### src/rtl/ch_inst_sequencer.sv
// ch_inst_sequencer: chip-level START/STOP/READOUT pulse sequencer for the channel sampling state machines
package ch_inst_pkg;
  typedef enum logic [1:0] {
    MODE_SAMPLE4 = 2'd0,
    MODE_SAMPLE2 = 2'd1,
    MODE_SAMPLE1 = 2'd2,
    MODE_SAMPLE8 = 2'd3
  } smode_t;
endpackage

module ch_inst_sequencer
  import ch_inst_pkg::*;
#(
  parameter int PULSE_W = 4,
  parameter int DLY_W   = 8,
  parameter int TMO_W   = 16,
  parameter int BLANK   = 3
) (
  input  logic             CLK,
  input  logic             RSTB,
  input  logic             HOST_START,
  input  logic             HOST_STOP,
  input  logic             HOST_READOUT,
  input  logic             AUTO_READOUT,
  input  smode_t           MODE,
  input  logic [DLY_W-1:0] STOP_DELAY,
  input  logic             STOP_REQUEST,
  input  logic             READOUT_DONE,
  output logic             INST_START,
  output logic             INST_STOP,
  output logic             INST_READOUT,
  output smode_t           MODE_OUT,
  output logic             BUSY,
  output logic [2:0]       SEQ_STATE,
  output logic [15:0]      EVT_CNT,
  output logic             TIMEOUT
);
  localparam int PW = $clog2(PULSE_W + BLANK + 1);
  localparam int CA = (TMO_W > DLY_W) ? TMO_W : DLY_W;
  localparam int CW = (CA > PW) ? CA : PW;
  localparam logic [CW-1:0] PULSE_LAST = CW'(PULSE_W - 1);
  localparam logic [CW-1:0] BLANK_LAST = CW'(BLANK - 1);
  localparam logic [CW-1:0] TMO_LAST   = CW'((2 ** TMO_W) - 2);

  // RD_P is the readout pulse phase; it is reported to the host as STOPPED
  typedef enum logic [3:0] {
    IDLE    = 4'd0,
    START_P = 4'd1,
    ARMING  = 4'd2,
    ARMED   = 4'd3,
    DELAY   = 4'd4,
    STOP_P  = 4'd5,
    STOPPED = 4'd6,
    READOUT = 4'd7,
    RD_P    = 4'd8
  } state_t;

  state_t state, state_n;
  logic [CW-1:0] cnt, cnt_n;
  logic [DLY_W-1:0] dly_lat;
  logic sr_meta, sr_sync;
  logic start_acc, done_hit, tmo_hit;

  assign start_acc = (state_n == START_P) && (state != START_P);
  assign done_hit  = (state == READOUT) && READOUT_DONE;
  assign tmo_hit   = (state == READOUT) && !READOUT_DONE && (cnt == TMO_LAST);
  assign BUSY      = state != IDLE;
  assign SEQ_STATE = (state == RD_P) ? 3'd6 : state[2:0];

  // Next state and shared phase counter; a rising edge implies a high level, so the level test covers both
  always_comb begin
    state_n = state;
    cnt_n   = cnt + CW'(1);
    case (state)
      IDLE:    if (HOST_START) state_n = START_P;
      START_P: if (cnt == PULSE_LAST) state_n = ARMING;
      ARMING:  if (cnt == BLANK_LAST) state_n = ARMED;
      ARMED:   state_n = HOST_STOP ? STOP_P : (sr_sync ? DELAY : ARMED);
      DELAY: begin
        cnt_n = cnt - CW'(1);
        if (HOST_STOP || cnt == '0) state_n = STOP_P;
      end
      STOP_P:  if (cnt == PULSE_LAST) state_n = STOPPED;
      STOPPED: state_n = (HOST_READOUT || AUTO_READOUT) ? RD_P : (HOST_START ? START_P : STOPPED);
      RD_P:    if (cnt == PULSE_LAST) state_n = READOUT;
      READOUT: if (READOUT_DONE || cnt == TMO_LAST) state_n = IDLE;
      default: state_n = IDLE;
    endcase
    if (state_n != state) cnt_n = (state_n == DELAY) ? CW'(dly_lat) : '0;
  end

  // State, synchronizer, registered pulses, latched configuration and status
  always_ff @(posedge CLK or negedge RSTB) begin
    if (!RSTB) begin
      state        <= IDLE;
      cnt          <= '0;
      dly_lat      <= '0;
      sr_meta      <= 1'b0;
      sr_sync      <= 1'b0;
      INST_START   <= 1'b0;
      INST_STOP    <= 1'b0;
      INST_READOUT <= 1'b0;
      MODE_OUT     <= MODE_SAMPLE4;
      EVT_CNT      <= '0;
      TIMEOUT      <= 1'b0;
    end else begin
      state        <= state_n;
      cnt          <= cnt_n;
      sr_meta      <= STOP_REQUEST;
      sr_sync      <= sr_meta;
      INST_START   <= state_n == START_P;
      INST_STOP    <= state_n == STOP_P;
      INST_READOUT <= state_n == RD_P;
      MODE_OUT     <= start_acc ? MODE : MODE_OUT;
      dly_lat      <= start_acc ? STOP_DELAY : dly_lat;
      TIMEOUT      <= start_acc ? 1'b0 : (tmo_hit | TIMEOUT);
      EVT_CNT      <= (done_hit && EVT_CNT != 16'hFFFF) ? EVT_CNT + 16'd1 : EVT_CNT;
    end
  end
endmodule

### config.mk
export PLATFORM = sky130hd
export DESIGN_NAME = ch_inst_sequencer
export DESIGN_NICKNAME = d
export VERILOG_FILES = /design/src/rtl/ch_inst_sequencer.sv
export SDC_FILE = /design/constraint.sdc
export NUM_CORES = 1
export LEC_CHECK = 0
export ABC_AREA = 0
export CAP_MARGIN = 0
export CORE_UTILIZATION = 55
export CTS_BUF_LIST = sky130_fd_sc_hd__clkbuf_8
export CTS_CLUSTER_SIZE = 8
export DETAILED_ROUTE_END_ITERATION = 12
export PLACE_DENSITY = 0.86
export SLEW_MARGIN = 10
export SYNTH_ARGS = -nofsm -noshare
export SYNTH_HDL_FRONTEND = slang
export SYNTH_SLANG_ARGS = --single-unit
### constraint.sdc
create_clock -name CLK -period 6.04 [get_ports CLK]
set_input_delay 1.208 -clock CLK [delete_from_list [all_inputs] [get_ports CLK]]
set_output_delay 1.208 -clock CLK [all_outputs]
set_load 0.1 [all_outputs]
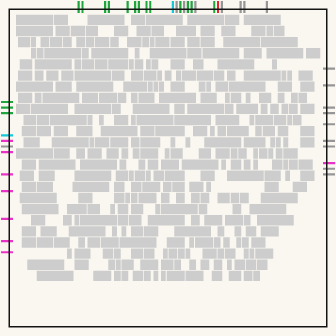
**Above:** run 1 (pin map).
Pins as bars across the die edge, other pins in gray.
[STOP_DELAY] magenta | pins: 8 | direction: input | edge: 7 left, 1 right
[STOP_REQUEST] red | pins: 1 | direction: input | edge: top
[EVT_CNT] green | pins: 16 | direction: output | edge: 13 top, 3 left
[MODE] cyan | pins: 2 | direction: input | edge: 1 top, 1 left
all pins by edge: 22 top, 12 left, 10 right

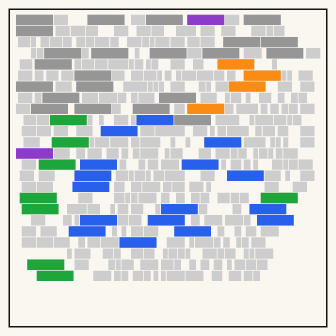
**Above:** run 1 (sequential cells grouped by signal name).
Other sequential cells in the stronger gray, the rest of the logic in the fainter gray.
[state] orange | flops: 4 | where: upper right
[cnt] blue | flops: 16
[MODE_OUT] purple | flops: 2
[dly_lat] green | flops: 8
sequential share of cell area: 0.357
end-of-flow core utilization: 0.666
area used by sequential logic in the layout: 0.00130 mm^2

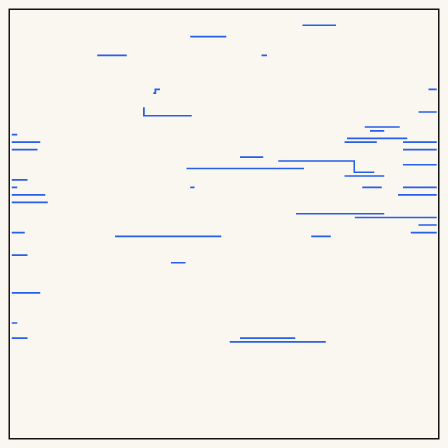
**Above:** run 1 (M3 wires).
nets with wire on the layer: 38
main direction: horizontal
Routed Wire Length: 6140 um
Via Count: 2,430
met3 track demand over resource in global routing: 0.0393

## run 1: per-stage QoR
stage                     power (uW)  instances   util  cell area, um^2
after floorplan                 1190        303      -             3110
after global placement          1320        408  0.649             3550
after detailed placement        1340        408  0.649             3550
after CTS                       1540        416  0.665             3640
after global routing            1630        416  0.666             3650
final                           1530        416  0.666             3650
## run 1: kinds of logic (layout without fill, tap and decap cells)
logic type	Yosys count	after routing	share of synthesized area
adders and majority gates	16	16	0.0667
muxes	21	21	0.0732
DFF	52	52	0.418
buffers and inverters	19	60	0.0358
AOI/OAI and AO/OA	57	57	0.138
and+or+nand+nor	115	115	0.204
xor gates and xnor gates	23	23	0.0647
## run 1: state kept, by name, indices dropped and copies added, names as in the netlist, 2 cells and up
register / flops
EVT_CNT: 16
cnt: 16
dly_lat: 8
state: 4
MODE_OUT: 2
==> impl.org, run 1 <==
#+TITLE: Physical design notes

** Global routing
- GR Layer Usage met2 :: 0.374
- In the global route stage, overall resource usage came out at 0.226.
- Global routing's busiest layer :: met2

** Drt
- Nets still carrying antenna violations after routing amount to 0.
- Via density :: 5.84
- The routed layout reports a DRC error count of 1.
- Number of iterations in the first detailed-routing pass :: 10

** Logic synthesis
- Per the synth log, the flip-flop and latch total comes to between 50 and 60.
- The synthesized design spends more area on one cell type than any other, namely dfrtp_1.
- After synthesis, the mean cell area works out to between 10 and 15 um^2.
- During synthesis, Yosys emitted a total of 0 warnings.
- For this design, Yosys synthesis ends with a cell count of around 300.
- In the synthesized netlist the async set-or-reset flop fraction comes to 1.00.
- Synthesis produced slightly above 300 cells.
- The share of the Yosys chip area taken by registers is 0.418.
- The synthesized design contains 0 enable-type register cells.
- Summing every instance area after synthesis gives a little over 0.003 mm^2.
- The synthesized netlist contains between 50 and 60 unique library cells.

** Outcome
- Violations in the final reports :: design-rule violations
- Status :: finished with violations

** Final timing
- Final setup violation count :: 0
- The worst path needs around 3.9 ns of the cycle, external delays included.
- Setup clock skew after layout :: 0.0145 ns
- Sum of negative setup slack :: 0 ns

** Layout
- Per the layout report, the design carries 8 non-clock inverters.
- Leaving out buffers and inverters, the combinational logic in the layout accounts for approximately 0.0017 mm^2.
- In this run the layout overhead on the synthesized area is reported as 17.2%.
- Layout buffering overhead excluding clock cells :: 0.119
- Total of clock buffers placed in the layout :: 5
- Multi-input combinational cells in the finished layout were counted as roughly 230.
- Area-dominant cell class after layout :: combinational gates
- Of the cells placed in the final design, the portion with a size suffix greater than 1 is 0.125.

** Critical path
- The cell family contributing the most delay on the critical path is simple AND/OR/NAND/NOR gates.
- STA classifies the critical path endpoint as a register.
- Register-to-Register Setup Slack :: between 2 and 2.5 ns
- Endpoint of the worst-slack reg-to-reg timing path :: cnt[14]$_DFF_PN0_
- The arrival time of data at the worst endpoint is listed as a little over 4 ns.

** Die
- Num rows :: 27

** Power
- The internal power of the cells totals roughly 820 uW.
- In this run the power spent charging and discharging nets is between 700 and 800 uW.
- Switching share of total power :: 0.464

** Clock tree
- In this run the number of H-tree levels came out at 2.
- Resize count post-CTS :: 0
- Root buffer cell :: clkbuf_8
- Number of buffers inserted by hold repair at cts :: 0

** Min path
- Hold/Removal Path Class :: register to register

** Placed design
- Note, the detailed placer reported a final HPWL of 4590 um.
## Run 2: what changed since run 1
==> constraint.sdc (replaced) <==
create_clock -name CLK -period 3.65 [get_ports CLK]
set_input_delay 0.73 -clock CLK [delete_from_list [all_inputs] [get_ports CLK]]
set_output_delay 0.73 -clock CLK [all_outputs]
set_load 0.1 [all_outputs]
==> run 2 against run 1 <==
  * The run still ends with design-rule violations left
  * Worst setup slack got worse by 1.8 ns
  * Synthesized cell count unchanged
  * Clock power increased by 65%
  * Highest routed layer unchanged
  * Sequential share of layout area decreased by 0.30 points
  * Clock skew decreased by 0.0039 ns
  * Sequential power increased by 64%
  * Die area unchanged
  * Register-to-register slack got worse by 1.8 ns
  * Final area increased by 0.86%
==> impl.org, run 2 <==
#+TITLE: Physical design notes

** Critical path
- Critical path data arrival time :: about 3.5 ns
- Crit. End Element :: register
- Per the timing report, the most critical flop-to-flop path originates at state[0]$_DFF_PN0_.
- Critical Path Slowest Stage Cell :: or4b_2
- The timing report attributes the biggest portion of critical-path delay to simple AND/OR/NAND/NOR gates.

** Layout
- Most common library cell in the layout ignoring fill and taps :: dfrtp_1
- Regs by FF count :: EVT_CNT x16, cnt x16, dly_lat x8
- Layout buffering overhead excluding clock cells :: 0.127
- Seq Cell Count :: roughly 52
- Of the cells placed in the final design, the portion with a size suffix greater than 1 is 0.149.
- At the end of the flow the core is filled with cells to 0.672.
- The fraction of cell area in sequential cells is reported as 0.354.
- The finished cells cover 0.00368 mm^2.
- Most frequent cells in the layout :: dfrtp_1 (52), clkdlybuf4s50_1 (38), nand2_1 (24)
- Number of multi-input combinational cells :: about 230
- The final layout report lists a filler cell count of 431.
- Registers take approximately 0.0013 mm^2.
- Looking at the area split, the leading class of cells is combinational gates.
- Non-Filler Instances :: 422

** Final timing
- Summed over all failing endpoints, the final setup total negative slack is 0 ns.
- From the final report, the count of setup violators was given as 0.
- After layout, the setup clock skew is reported as about 0.011 ns.
- Post-route minimum period :: approximately 3.3 ns

** Drt
- Via density :: between 5 and 6
- Violation count after the first detailed-routing iteration :: around 160
- In this run the remaining antenna-violating nets after routing total 0.
- After detailed routing, the met3 layer carries around 350 um of wire.
- Summed over all nets, wire length on met2 after detailed routing comes to 3160 um.
- Number of iterations in the first detailed-routing pass :: 10
- The script parses the final routing iteration and logs DRC violations as 1.

** Logic synthesis
- Xor/xnor share :: 0.0647
- Synthesized netlist cell count :: a little over 300
- Flops out of synthesis :: 52
- Synth Cell Area :: 0.00311 mm^2
- Most common cell in the synthesized netlist :: dfrtp_1
- Part of the Yosys area used for sequential elements :: 0.418
- Complex-gate fraction of the synthesized area :: 0.138
- Adder-cell share of the synthesized area :: 0.0667
- The cell-mix breakdown from Yosys lists the simple-gate area share as 0.204.
- Average footprint of a synthesized cell :: between 10 and 15 um^2
- Syn. warnings :: 0
- After synthesis, the share of flip-flops with an asynchronous set or reset is 1.00.
- In this run, synthesis inferred 0 flip-flops with an integrated enable.
- Among the non-sequential cells, simple AND/OR/NAND/NOR gates take the most area.
- Counting distinct cell types in the post-synthesis netlist gives around 59.
- Number of cells in Yosys stat :: ~300

** Placed design
- Area after DPL :: between 0.003 and 0.004 mm^2
- Summed over all nets, the half-perimeter wirelength after detailed placement is between 4000 and 5000 um.
- The detailed placer reported the number of placed instances as between 400 and 500.

** Die
- The floorplan has 27 rows.

** Power
- The largest share of the power goes to combinational cells.
- Summed over all nets, the switching power comes to ~1200 uW.
- The final power report lists total power as 2590 uW.
- Switching power as a fraction of the total was reported as 0.462.
- Cell-internal power :: 1400 uW

** Min path
- Hold/Removal Path Class :: register to register
- Depth of the worst hold-timing path :: 0

** Outcome
- Violations in the final reports :: design-rule violations
- Status :: finished with violations

** Global routing
- The global routing stage identified its most utilized layer as met2.
- Overall Global Routing Usage :: 0.237
- In the global route stage, met2 resource usage came out at 0.399.

** Clock tree
- The later pin in the worst-skew pair is clocked with a latency of a little over 0.3 ns.
- The clock H-tree reported by CTS has 2 levels.
- The post-CTS hold buffer count recorded in the log is 0.
- Root buffer cell :: clkbuf_8
- Resize count post-CTS :: 0
==> run 2: cell count changes in the layout (fill, tap and decap cells not counted), sizes merged <==
cell / change
buf: +10
clkdlybuf4s50: -4
clkinvlp: +1
inv: -1
==> run 2: how the worst max path moves through the flow <==
stage | start | to | slack [ns] | depth (start not counted)
floorplan | state[1]$_DFF_PN0_ | SEQ_STATE[1] | 0.06 | 4
global placement | state[0]$_DFF_PN0_ | cnt[14]$_DFF_PN0_ | 0.48 | 10
detailed placement | state[0]$_DFF_PN0_ | cnt[14]$_DFF_PN0_ | 0.40 | 10
CTS | state[0]$_DFF_PN0_ | cnt[14]$_DFF_PN0_ | 0.37 | 10
global route | state[0]$_DFF_PN0_ | cnt[14]$_DFF_PN0_ | 0.17 | 10
finish | state[0]$_DFF_PN0_ | cnt[14]$_DFF_PN0_ | 0.36 | 10
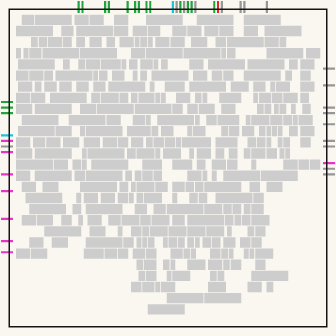
**Above:** run 2 (pin map).
Pins as bars across the die edge, other pins in gray.
[MODE] cyan | pins: 2 | direction: input | edge: 1 top, 1 left
[STOP_REQUEST] red | pins: 1 | direction: input | edge: top
[EVT_CNT] green | pins: 16 | direction: output | edge: 13 top, 3 left
[STOP_DELAY] magenta | pins: 8 | direction: input | edge: 7 left, 1 right
total of buffers placed on input and output ports: 43
die height: 77.2 um
die width: 77.2 um

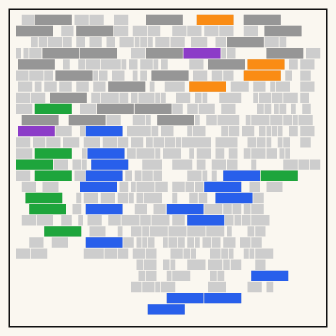
**Above:** run 2 (sequential cells grouped by signal name).
Other sequential cells in the stronger gray, the rest of the logic in the fainter gray.
[MODE_OUT] purple | flops: 2
[cnt] blue | flops: 16
[state] orange | flops: 4 | where: upper right
[dly_lat] green | flops: 8 | where: middle left

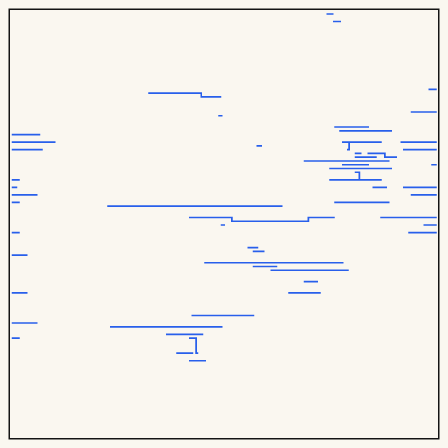
**Above:** run 2 (M3 wires).
met3 track demand over resource in global routing: 0.0381
Routed Wire Length: 6390 um
Via Count: 2,475

## Run 3: what changed since run 2
--- a/config.mk
+++ b/config.mk
@@ -6,6 +6,7 @@
 export NUM_CORES = 1
 export LEC_CHECK = 0
 export ABC_AREA = 0
+export ABC_CLOCK_PERIOD_IN_PS = 3650
 export CAP_MARGIN = 0
 export CORE_UTILIZATION = 55
 export CTS_BUF_LIST = sky130_fd_sc_hd__clkbuf_8
==> run 3 against run 2 <==
  * The flow still finishes with violations (design-rule violations)
  * Final area unchanged
  * Global-route usage unchanged
  * Via count unchanged
  * Maximum frequency unchanged
  * Clock power about the same
  * Sequential power about the same
  * Critical path type unchanged
==> impl.org, run 3 <==
#+TITLE: Physical design notes

** Final timing
- Post-route minimum period :: roughly 3.3 ns
- Sum of negative setup slack :: 0 ns
- Setup violations remaining at the end of the flow were counted as 0.
- Setup clock skew after layout :: 0.0106 ns

** Drt
- Number of iterations in the first detailed-routing pass :: 10
- In the detailed route, the total length drawn on met3 is roughly 350 um.
- Via density :: between 5 and 6
- Violation count after the first detailed-routing iteration :: ~160
- Final routed DRC violation total :: 1
- Routed Wire Length :: 6390 um
- Per the detail_route log, met2 wirelength is 3160 um.

** Die
- Die width :: about 77 um
- Num rows :: 27

** Layout
- Signed area change from the synthesized netlist to the final layout :: 18.2%
- Multi-input combinational cells in the finished layout were counted as 232.
- Tally of filler cells in the layout :: 431
- Area-dominant cell class after layout :: combinational gates
- Seq Cell Count :: 52
- Non-clock inverters in the final layout number 8.
- Total of clock buffers placed in the layout :: 5
- Non-Filler Instances :: roughly 420
- Layout buffering overhead excluding clock cells :: 0.127
- Most common library cell in the layout ignoring fill and taps :: dfrtp_1

** Critical path
- Crit. End Element :: register
- Crit-path leading delay family :: simple AND/OR/NAND/NOR gates
- All stages included, the depth of the critical timing path comes to 10.
- Data on the critical path arrives at its endpoint at between 3 and 4 ns.
- The slowest stage of the critical path is the or4b_2 cell.

** Logic synthesis
- In this run, the synthesized area fraction spent on xor and xnor cells is recorded as 0.0647.
- The synthesized netlist was found by Yosys to have 303 cells.
- Syn. warnings :: 0
- Complex-gate fraction of the synthesized area :: 0.138
- Mux contribution to synthesized area :: 0.0732
- Part of the Yosys area used for sequential elements :: 0.418
- Synthesis handed over a netlist of 303 instances.
- The cell-mix breakdown from Yosys lists the simple-gate area share as 0.204.
- Per the synthesis report, the number of distinct cell types is roughly 60.
- Number of enable-type register cells in the synthesized netlist :: 0
- Synth Cell Area :: 0.00311 mm^2
- The post-synth register bit count is 52.
- For reference, the post-synthesis area per instance comes to slightly above 10 um^2.
- The cell type that accounts for the most area after synthesis is dfrtp_1.

** Power
- Total power for the finished layout comes to between 2000 and 3000 uW.

** Clock tree
- The later pin in the worst-skew pair is clocked with a latency of 0.31 ns.
- Root buffer cell :: clkbuf_8
- Resize count post-CTS :: 0

** Min path
- The type recorded for the worst min-delay path is register to register.

** Outcome
- Status :: finished with violations
- The checks that failed: design-rule violations.

** Global routing
- Met3 track demand over resource in global routing :: 0.0381

** Placed design
- The placed instances occupy a cell area of ~0.0036 mm^2.
run 3: final timing paths:
path,from,end,slack [ns]
max in group asynchronous,RSTB,cnt[7]$_DFF_PN0_,2.38
worst min-delay path,sr_meta$_DFF_PN0_,sr_sync$_DFF_PN0_,0.36
worst min register to register,sr_meta$_DFF_PN0_,sr_sync$_DFF_PN0_,0.36
worst max register to register,state[0]$_DFF_PN0_,cnt[14]$_DFF_PN0_,0.36
min in group asynchronous,RSTB,sr_sync$_DFF_PN0_,0.54
worst max-delay path,state[0]$_DFF_PN0_,cnt[14]$_DFF_PN0_,0.36
run 3: power groups by stage:
stage	clock network [uW]	logic, uW	registers (uW)
2_1_floorplan	0	902	1070
3_3_place_gp	0	1360	870
3_5_place_dp	0	1400	875
4_1_cts	332	1400	865
5_1_grt	352	1500	892
6_report	321	1400	868
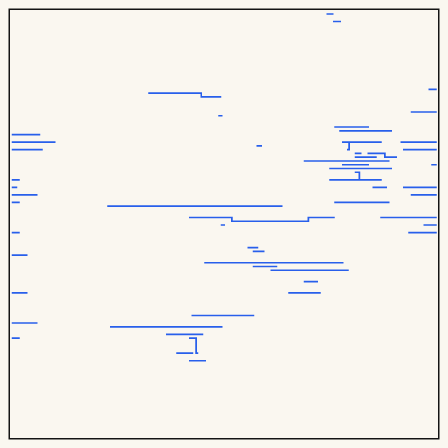
**Above:** run 3 (M3 wires).
longest straight run: 31.3 um
share of all routed wire: 5.4%
nets with wire on the layer: 48

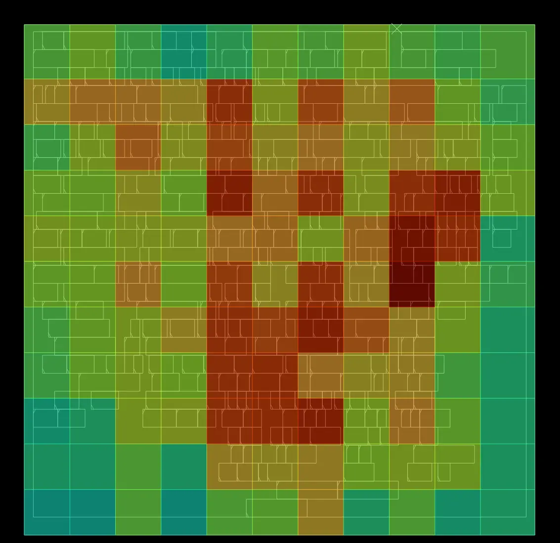
**Above:** run 3 (routing congestion).
global routing's busiest layer: met2
end-of-flow core utilization: 0.672

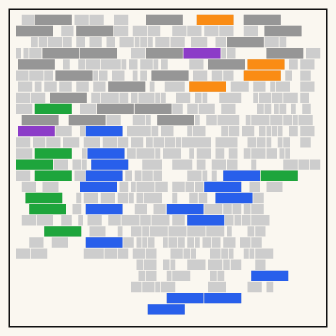
**Above:** run 3 (sequential cells grouped by signal name).
Other sequential cells in the stronger gray, the rest of the logic in the fainter gray.
[dly_lat] green | flops: 8 | where: middle left
[MODE_OUT] purple | flops: 2
[cnt] blue | flops: 16
[state] orange | flops: 4 | where: upper right
Power Sequential: 868 uW
sequential share of cell area: 0.354

Power is estimated from default activity; no workload was simulated.
